**src/rtl/core101_ctrl_pkg.sv**
```systemverilog
// Shared encodings for the Core101 control sequencer: states, opcodes,
// PC source selects, trap causes and opcode classes.
package core101_ctrl_pkg;

  typedef enum logic [2:0] {
    S_BOOT,
    S_FETCH,
    S_DECODE,
    S_EXECUTE,
    S_MEM,
    S_WRITEBACK,
    S_PC_UPDATE,
    S_TRAP
  } ctrl_state_e;

  localparam logic [6:0] OPC_LUI    = 7'b0110111;
  localparam logic [6:0] OPC_AUIPC  = 7'b0010111;
  localparam logic [6:0] OPC_JAL    = 7'b1101111;
  localparam logic [6:0] OPC_JALR   = 7'b1100111;
  localparam logic [6:0] OPC_BRANCH = 7'b1100011;
  localparam logic [6:0] OPC_LOAD   = 7'b0000011;
  localparam logic [6:0] OPC_STORE  = 7'b0100011;
  localparam logic [6:0] OPC_OPIMM  = 7'b0010011;
  localparam logic [6:0] OPC_OP     = 7'b0110011;
  localparam logic [6:0] OPC_FENCE  = 7'b0001111;
  localparam logic [6:0] OPC_SYSTEM = 7'b1110011;

  localparam logic [1:0] PCSEL_PC4 = 2'b00;
  localparam logic [1:0] PCSEL_IMM = 2'b01;
  localparam logic [1:0] PCSEL_ALU = 2'b10;
  localparam logic [1:0] PCSEL_RST = 2'b11;

  localparam logic [1:0] CAUSE_NONE    = 2'b00;
  localparam logic [1:0] CAUSE_ILLEGAL = 2'b01;
  localparam logic [1:0] CAUSE_SYSTEM  = 2'b10;
  localparam logic [1:0] CAUSE_TIMEOUT = 2'b11;

  typedef enum logic [3:0] {
    CLS_NONE,
    CLS_LUI,
    CLS_AUIPC,
    CLS_JAL,
    CLS_JALR,
    CLS_BRANCH,
    CLS_LOAD,
    CLS_STORE,
    CLS_OPIMM,
    CLS_OP,
    CLS_FENCE,
    CLS_SYSTEM
  } opc_class_e;

endpackage

```
**src/rtl/core101_opcode_class.sv**
```systemverilog
// Combinational RV32I opcode classifier: class code plus illegal flag.
module core101_opcode_class
  import core101_ctrl_pkg::*;
(
  input  logic [6:0] opcode,
  output logic [3:0] cls,
  output logic       illegal
);

  always_comb begin
    cls     = CLS_NONE;
    illegal = 1'b0;
    case (opcode)
      OPC_LUI:    cls = CLS_LUI;
      OPC_AUIPC:  cls = CLS_AUIPC;
      OPC_JAL:    cls = CLS_JAL;
      OPC_JALR:   cls = CLS_JALR;
      OPC_BRANCH: cls = CLS_BRANCH;
      OPC_LOAD:   cls = CLS_LOAD;
      OPC_STORE:  cls = CLS_STORE;
      OPC_OPIMM:  cls = CLS_OPIMM;
      OPC_OP:     cls = CLS_OP;
      OPC_FENCE:  cls = CLS_FENCE;
      OPC_SYSTEM: cls = CLS_SYSTEM;
      default:    illegal = 1'b1;
    endcase
  end

endmodule

```
**src/rtl/core101_control_fsm.sv**
```systemverilog
// Multi-cycle sequencer for the Core101 RV32I datapath: fetch/decode/execute
// control strobes, bus wait timeout, trap latching and retired-instruction count.
module core101_control_fsm
  import core101_ctrl_pkg::*;
#(
  parameter int BUS_TIMEOUT = 16,
  parameter int CNT_W       = 8
) (
  input  logic        ctrl_clock_in,
  input  logic        ctrl_reset_in,
  input  logic [6:0]  ctrl_opcode_in,
  input  logic        ctrl_funct12_bit_in,
  input  logic        ctrl_branch_taken_in,
  input  logic        ctrl_ins_ready_in,
  input  logic        ctrl_mem_ready_in,
  output logic        ctrl_ins_req_out,
  output logic        ctrl_ir_set_val_out,
  output logic        ctrl_pc_set_val_out,
  output logic [1:0]  ctrl_pc_mux_sel_out,
  output logic        ctrl_rf_write_out,
  output logic        ctrl_mem_req_out,
  output logic        ctrl_mem_we_out,
  output logic        ctrl_halted_out,
  output logic [1:0]  ctrl_trap_cause_out,
  output logic [31:0] ctrl_instret_out
);

  ctrl_state_e      state_q, state_d;
  opc_class_e       cls_q;
  logic [3:0]       cls_raw;
  logic             illegal;
  logic             taken_q;
  logic [CNT_W-1:0] wait_q;
  logic [CNT_W:0]   wait_inc;
  logic             bus_tmo;
  logic [1:0]       cause_q, cause_d;
  logic [31:0]      instret_q;
  logic             unused_funct12;

  // SYSTEM is legal for both ECALL and EBREAK, so IR[20] never matters here.
  assign unused_funct12 = ctrl_funct12_bit_in;

  core101_opcode_class u_cls (
    .opcode  (ctrl_opcode_in),
    .cls     (cls_raw),
    .illegal (illegal)
  );

  // Trap on the cycle that would make the low-ready count reach the limit;
  // a ready in that same cycle takes priority.
  assign wait_inc = {1'b0, wait_q} + (CNT_W+1)'(1);
  assign bus_tmo  = wait_inc >= (CNT_W+1)'(BUS_TIMEOUT);

  always_comb begin
    state_d             = state_q;
    cause_d             = cause_q;
    ctrl_ins_req_out    = 1'b0;
    ctrl_ir_set_val_out = 1'b0;
    ctrl_pc_set_val_out = 1'b0;
    ctrl_pc_mux_sel_out = PCSEL_PC4;
    ctrl_rf_write_out   = 1'b0;
    ctrl_mem_req_out    = 1'b0;
    ctrl_mem_we_out     = 1'b0;
    case (state_q)
      S_BOOT: begin
        ctrl_pc_set_val_out = 1'b1;
        ctrl_pc_mux_sel_out = PCSEL_RST;
        state_d             = S_FETCH;
      end
      S_FETCH: begin
        ctrl_ins_req_out = 1'b1;
        if (ctrl_ins_ready_in) begin
          ctrl_ir_set_val_out = 1'b1;
          state_d             = S_DECODE;
        end else if (bus_tmo) begin
          state_d = S_TRAP;
          cause_d = CAUSE_TIMEOUT;
        end
      end
      S_DECODE: begin
        if (illegal) begin
          state_d = S_TRAP;
          cause_d = CAUSE_ILLEGAL;
        end else if (cls_raw == CLS_SYSTEM) begin
          state_d = S_TRAP;
          cause_d = CAUSE_SYSTEM;
        end else if (cls_raw == CLS_FENCE) begin
          state_d = S_PC_UPDATE;
        end else begin
          state_d = S_EXECUTE;
        end
      end
      S_EXECUTE: begin
        case (cls_q)
          CLS_LOAD, CLS_STORE: state_d = S_MEM;
          CLS_BRANCH:          state_d = S_PC_UPDATE;
          default:             state_d = S_WRITEBACK;
        endcase
      end
      S_MEM: begin
        ctrl_mem_req_out = 1'b1;
        ctrl_mem_we_out  = (cls_q == CLS_STORE);
        if (ctrl_mem_ready_in) begin
          state_d = (cls_q == CLS_STORE) ? S_PC_UPDATE : S_WRITEBACK;
        end else if (bus_tmo) begin
          state_d = S_TRAP;
          cause_d = CAUSE_TIMEOUT;
        end
      end
      S_WRITEBACK: begin
        ctrl_rf_write_out = 1'b1;
        state_d           = S_PC_UPDATE;
      end
      S_PC_UPDATE: begin
        ctrl_pc_set_val_out = 1'b1;
        state_d             = S_FETCH;
        case (cls_q)
          CLS_JAL:    ctrl_pc_mux_sel_out = PCSEL_IMM;
          CLS_JALR:   ctrl_pc_mux_sel_out = PCSEL_ALU;
          CLS_BRANCH: ctrl_pc_mux_sel_out = taken_q ? PCSEL_IMM : PCSEL_PC4;
          default:    ctrl_pc_mux_sel_out = PCSEL_PC4;
        endcase
      end
      S_TRAP:  state_d = S_TRAP;
      default: state_d = S_BOOT;
    endcase
    // Reset masks every strobe combinationally so an in-flight request drops at once.
    if (ctrl_reset_in) begin
      ctrl_ins_req_out    = 1'b0;
      ctrl_ir_set_val_out = 1'b0;
      ctrl_pc_set_val_out = 1'b0;
      ctrl_pc_mux_sel_out = PCSEL_RST;
      ctrl_rf_write_out   = 1'b0;
      ctrl_mem_req_out    = 1'b0;
      ctrl_mem_we_out     = 1'b0;
    end
  end

  always_ff @(posedge ctrl_clock_in) begin
    if (ctrl_reset_in) begin
      state_q   <= S_BOOT;
      cause_q   <= CAUSE_NONE;
      wait_q    <= '0;
      instret_q <= '0;
      cls_q     <= CLS_NONE;
      taken_q   <= 1'b0;
    end else begin
      state_q <= state_d;
      cause_q <= cause_d;
      if (state_d != state_q)
        wait_q <= '0;
      else if (state_q == S_FETCH || state_q == S_MEM)
        wait_q <= wait_inc[CNT_W-1:0];
      if (state_q == S_DECODE)    cls_q     <= opc_class_e'(cls_raw);
      if (state_q == S_EXECUTE)   taken_q   <= ctrl_branch_taken_in;
      if (state_q == S_PC_UPDATE) instret_q <= instret_q + 32'd1;
    end
  end

  assign ctrl_halted_out     = (state_q == S_TRAP) && !ctrl_reset_in;
  assign ctrl_trap_cause_out = ctrl_reset_in ? CAUSE_NONE : cause_q;
  assign ctrl_instret_out    = ctrl_reset_in ? 32'd0 : instret_q;

endmodule

```
**config.mk**
```make
export PLATFORM = sky130hd
export DESIGN_NAME = core101_control_fsm
export DESIGN_NICKNAME = d
export VERILOG_FILES = /design/src/rtl/core101_ctrl_pkg.sv /design/src/rtl/core101_opcode_class.sv /design/src/rtl/core101_control_fsm.sv
export SDC_FILE = /design/constraint.sdc
export NUM_CORES = 1
export LEC_CHECK = 0
export CORE_MARGIN = 8
export CORE_UTILIZATION = 53
export DETAILED_ROUTE_END_ITERATION = 6
export GPL_TIMING_DRIVEN = 0
export PLACE_DENSITY = 0.92
export SLEW_MARGIN = 25
export SYNTH_ARGS = -nofsm -noshare
export SYNTH_HDL_FRONTEND = slang
export SYNTH_SLANG_ARGS = --single-unit
```
**constraint.sdc**
```tcl
create_clock -name ctrl_clock_in -period 2.65 [get_ports ctrl_clock_in]
set_clock_uncertainty 0.15 [all_clocks]
set_input_delay 0.265 -clock ctrl_clock_in [delete_from_list [all_inputs] [get_ports ctrl_clock_in]]
set_output_delay 0.265 -clock ctrl_clock_in [all_outputs]
set_load 0.02 [all_outputs]
```
==> metrics.log <==
[flow] collecting metrics
[metrics] number of detailed-route iterations in the first pass: 5
[metrics] Hold Crit Start: ctrl_opcode_in[6]
[metrics] max reg flops: 32
[metrics] worst slack after detailed placement: -0.176 ns
[metrics] critical path required time: roughly 2.2 ns
[metrics] Logic pwr share: 0.199
[metrics] routed length on met2: about 3800 µm
[metrics] Biggest register: instret_q
[metrics] run status: finished clean
[metrics] Dominant comb cell: simple AND/OR/NAND/NOR gates
[metrics] clock input transition at the sequential cells of the worst setup and hold paths: 0.09 ns
[metrics] maximum cell stage delay along the critical path: roughly 0.64 ns
[metrics] cells taking the most area after synthesis: sky130_fd_sc_hd__dfxtp_1 33%, sky130_fd_sc_hd__nor2b_1 6.9%, sky130_fd_sc_hd__nor2_1 6.7%
[metrics] complex-gate fraction of the synthesized area: 0.145
[metrics] clock network latency to the later pin of the worst-skew pair: 0.31 ns
[metrics] number of enable-type register cells in the synthesized netlist: 0
[metrics] max-slew violation count: 0
[metrics] clock tree root driver cell: sky130_fd_sc_hd__clkbuf_8
[metrics] fa+ha+maj area frac: 0.00831
[metrics] part of the total power dissipated in the clock network: 0.300
[metrics] Final GP Congestion: between 0.9 and 1
[metrics] Cells on Worst Hold Path: 4
[metrics] detailed placement HPWL: ~6000 µm
[metrics] hold endpoint: cls_q[2]
[metrics] commonest register cell after synthesis: sky130_fd_sc_hd__dfxtp_1
[metrics] Power Sequential: slightly below 0.0008 W
[metrics] Mux cell area share: 0.0320
[metrics] Tot GR Track Use: 0.184
[metrics] Warnings, synthesis: 0
[metrics] antenna diode count: 0
[metrics] Commonest Layout Cell: sky130_fd_sc_hd__nor2_1
[metrics] grt met2 use: 0.308
[metrics] library cell occupying the most area in the post-synthesis netlist: sky130_fd_sc_hd__dfxtp_1
[metrics] Layout Area Growth over Synthesis: 24.3%
[metrics] number of distinct library cell variants in the gate-level netlist after synthesis: between 50 and 60
[metrics] largest fanout of any net on the critical path: 10
[metrics] crit end category: output pin
[metrics] Worst Setup Slack, final: 0.0730 ns
[metrics] final worst-path cycle share: 0.972
[metrics] switching part of the total: 0.303
[metrics] top cell types by occurrence after synthesis: 54 x sky130_fd_sc_hd__nor2_1, 50 x sky130_fd_sc_hd__dfxtp_1, 33 x sky130_fd_sc_hd__nor2b_1
[metrics] Inst Count DP: 507
[metrics] buffer-and-inverter tally for the worst setup path: 3
[metrics] DRC violation count after routing: 0
[metrics] GRT met3 Usage: 0.0412
[metrics] Post-Syn Nets: ~400
[metrics] fp_density: 0.547
[metrics] routed length on met1: roughly 3400 µm
[metrics] synthesis-stage register bit count: around 50
[metrics] asr flop ratio synth: 0
[metrics] depth of the critical timing path with buffers and inverters included: 5
[metrics] post-layout minimum cycle time: 2.58 ns
[metrics] core region area: 5510 µm²
[metrics] initial antenna violation count: 0
[metrics] highest routed metal layer: met4
[metrics] initial DRC count: between 150 and 200
[metrics] share of synthesized area occupied by flip-flops and latches: 0.333
[metrics] I/O pins: between 50 and 60
[metrics] vias per std cell: 5.87
[metrics] filler-free cell count of the finished design: just over 500
[metrics] CTS sink count: 50
[metrics] global-route wire length before repair: roughly 13000 µm
[metrics] switching component of the power: approximately 0.00047 W
[metrics] combinational power: 0.000310 W
[metrics] global route hottest layer: met2
[metrics] number of buffers between clock root and the deepest sink: 2
[metrics] total power divided by cell area: slightly above 400 nW/µm²
[metrics] final routed wire length divided by cell count: about 15 µm
[metrics] number of levels in the clock H-tree: 2
[metrics] P_clk: around 0.00047 W
[metrics] max-capacitance violation count: 0
[metrics] Critical Path AT: roughly 2.2 ns
[metrics] Chip Footprint: roughly 8300 µm²
[metrics] netlist area before placement: 3010 µm²
[metrics] relative contribution of sequential cells to total power: 0.500
[metrics] Simple-Gate Area Share: 0.353
[metrics] Total Power Consumption: 0.00155 W
[metrics] length of routed met3 wiring: approximately 560 µm
[metrics] count of buffers from port buffering: roughly 50
[metrics] worst setup path end: ctrl_halted_out
[metrics] headroom to the max-slew limit: 0.443
[metrics] Worst R2R Path Depth: 6
[metrics] number of cells in the yosys synthesis report: approximately 390
[metrics] cell area after placement: between 3000 and 4000 µm²
[metrics] number of nets in the finished design: around 460
[metrics] via count of the first global-routing pass: about 2900
[metrics] cell-by-cell trace of the critical path: clkbuf_2, clkbuf_4, nand2b_1, nor2_1, clkdlybuf4s50_1
[metrics] cell with the most instances after synthesis: sky130_fd_sc_hd__nor2_1
[metrics] Syn Area/Cell: around 7.8 µm²
[metrics] width of the chip: around 90 µm
[metrics] worst hold-check path type: primary input to flop
[metrics] Top power group: registers
[metrics] worst setup path start: state_q[0]
[metrics] FP Rows: 27
[metrics] quantity of hold-fixing buffers added after cts: 0
[metrics] met1 Usage GRT: 0.226
[metrics] grt ovf: 0
[metrics] Internal: about 0.0011 W
[metrics] r2r endpoint: instret_q[31]
[metrics] largest net degree at the start of global routing: 15
[metrics] DRT Wirelength: between 7000 and 8000 µm
[metrics] R2R Setup Slk: 0.13 ns
[metrics] proportion of netlist area held by the largest area contributor: 0.333
[metrics] xor and xnor area share after synthesis: 0.0786
[metrics] actual transition at the worst max-transition pin: around 0.83 ns
[metrics] critical path's top delay family: buffers and inverters
[metrics] chip area estimate from yosys synthesis: 3010 µm²
[metrics] proportion of layout cells with a drive suffix above 1: 0.0835
[metrics] Hold Violations, Final: 0
[metrics] worst ir drop on vdd: 0.000235 V
[metrics] number of logged tool warnings: 28
[metrics] number of buffers created by CTS: 5
[metrics] unrepaired setup endpoints after global routing: true
[metrics] number of instances in the synthesized netlist: about 390
[metrics] number of failing setup endpoints in the final timing report: 0
[metrics] post-route worst hold slack: roughly 0.24 ns
[metrics] LEAKAGE: around 1.3 nW
[metrics] final instance area: ~3700 µm²
[metrics] CP max-delay cell: sky130_fd_sc_hd__clkdlybuf4s50_1
[metrics] Regs by FF count: instret_q x32, wait_q x8, cls_q x4
[metrics] Antenna Violating Nets Remaining: 0
[metrics] clock tree from TritonCTS: built
[metrics] Startpoint Class: flop
[metrics] number of vias in the routed layout: 3022
[metrics] Post-Route Setup TNS: 0 ns
[metrics] top library cells by usage in the layout, fill and taps aside: 52 x sky130_fd_sc_hd__nor2_1, 50 x sky130_fd_sc_hd__dfxtp_1, 46 x sky130_fd_sc_hd__clkdlybuf4s50_1, 33 x sky130_fd_sc_hd__nor2b_1, 26 x sky130_fd_sc_hd__nand2_1
[metrics] Vert. Die Dim: between 90 and 100 µm
[metrics] achievable frequency: 0.388 GHz
[metrics] startpoint of the worst register-to-register path: instret_q[3]
[metrics] critical path start-end classification: flop to output pin
[final cells by class]
cell class	instances	area [µm²]	share of cell area
multi-input combinational	298	1890	0.505
sequential	50	1000	0.268
timing repair buffer	51	510	0.136
buffer	22	105	0.0281
tap	72	90.1	0.0241
clock buffer	7	86.3	0.0231
inverter	14	52.6	0.0140
clock inverter	1	5.00	0.00134
[repair_timing]
action,in CTS,in global routing
gates resized,4,15
endpoints found under the hold margin,0,0
buffers inserted,0,1
endpoints found under the setup margin,8,38
pin swaps,0,1
[logic make-up (layout without fill, tap and decap cells)]
logic type | Yosys count | after routing
simple gates | 199 | 199
compound gates | 61 | 61
flops | 50 | 50
buf+inv | 37 | 95
xor+xnor | 27 | 27
mux | 9 | 9
fa+ha+maj | 2 | 2
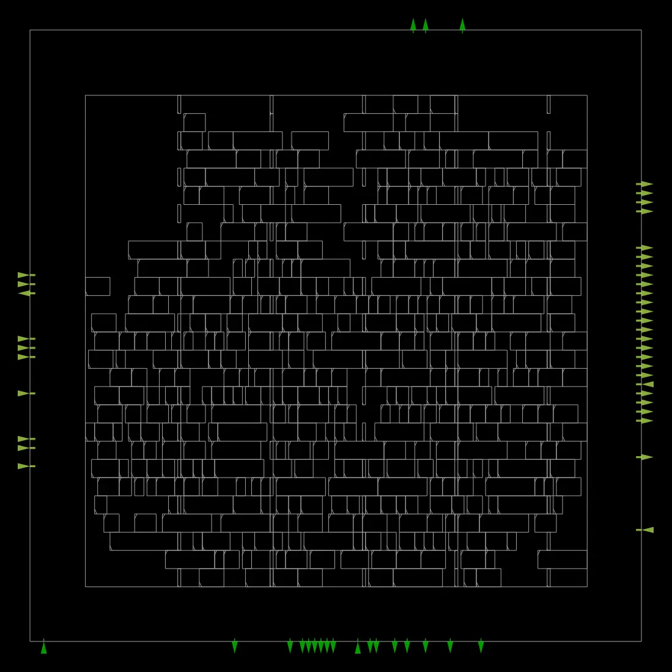
(placement view)
final design utilization: 0.679
fill cell total of the finished layout: 443

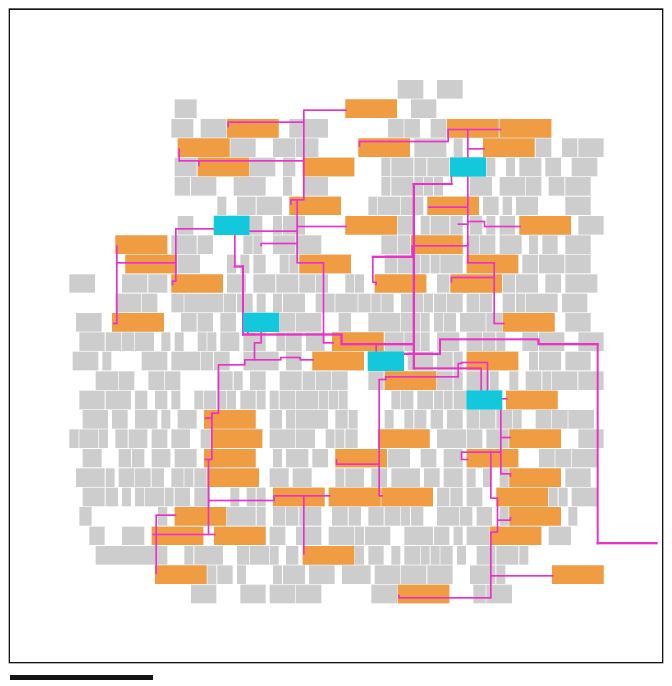
(clock network drawn from the DEF)
Scale bar: 20 µm.
Key: flip-flops = orange [count 50]; clock drivers = cyan [count 5]; clock wires = magenta [length 620 µm]
There are 6 routed clock nets.

Power is estimated from default activity; no workload was simulated.
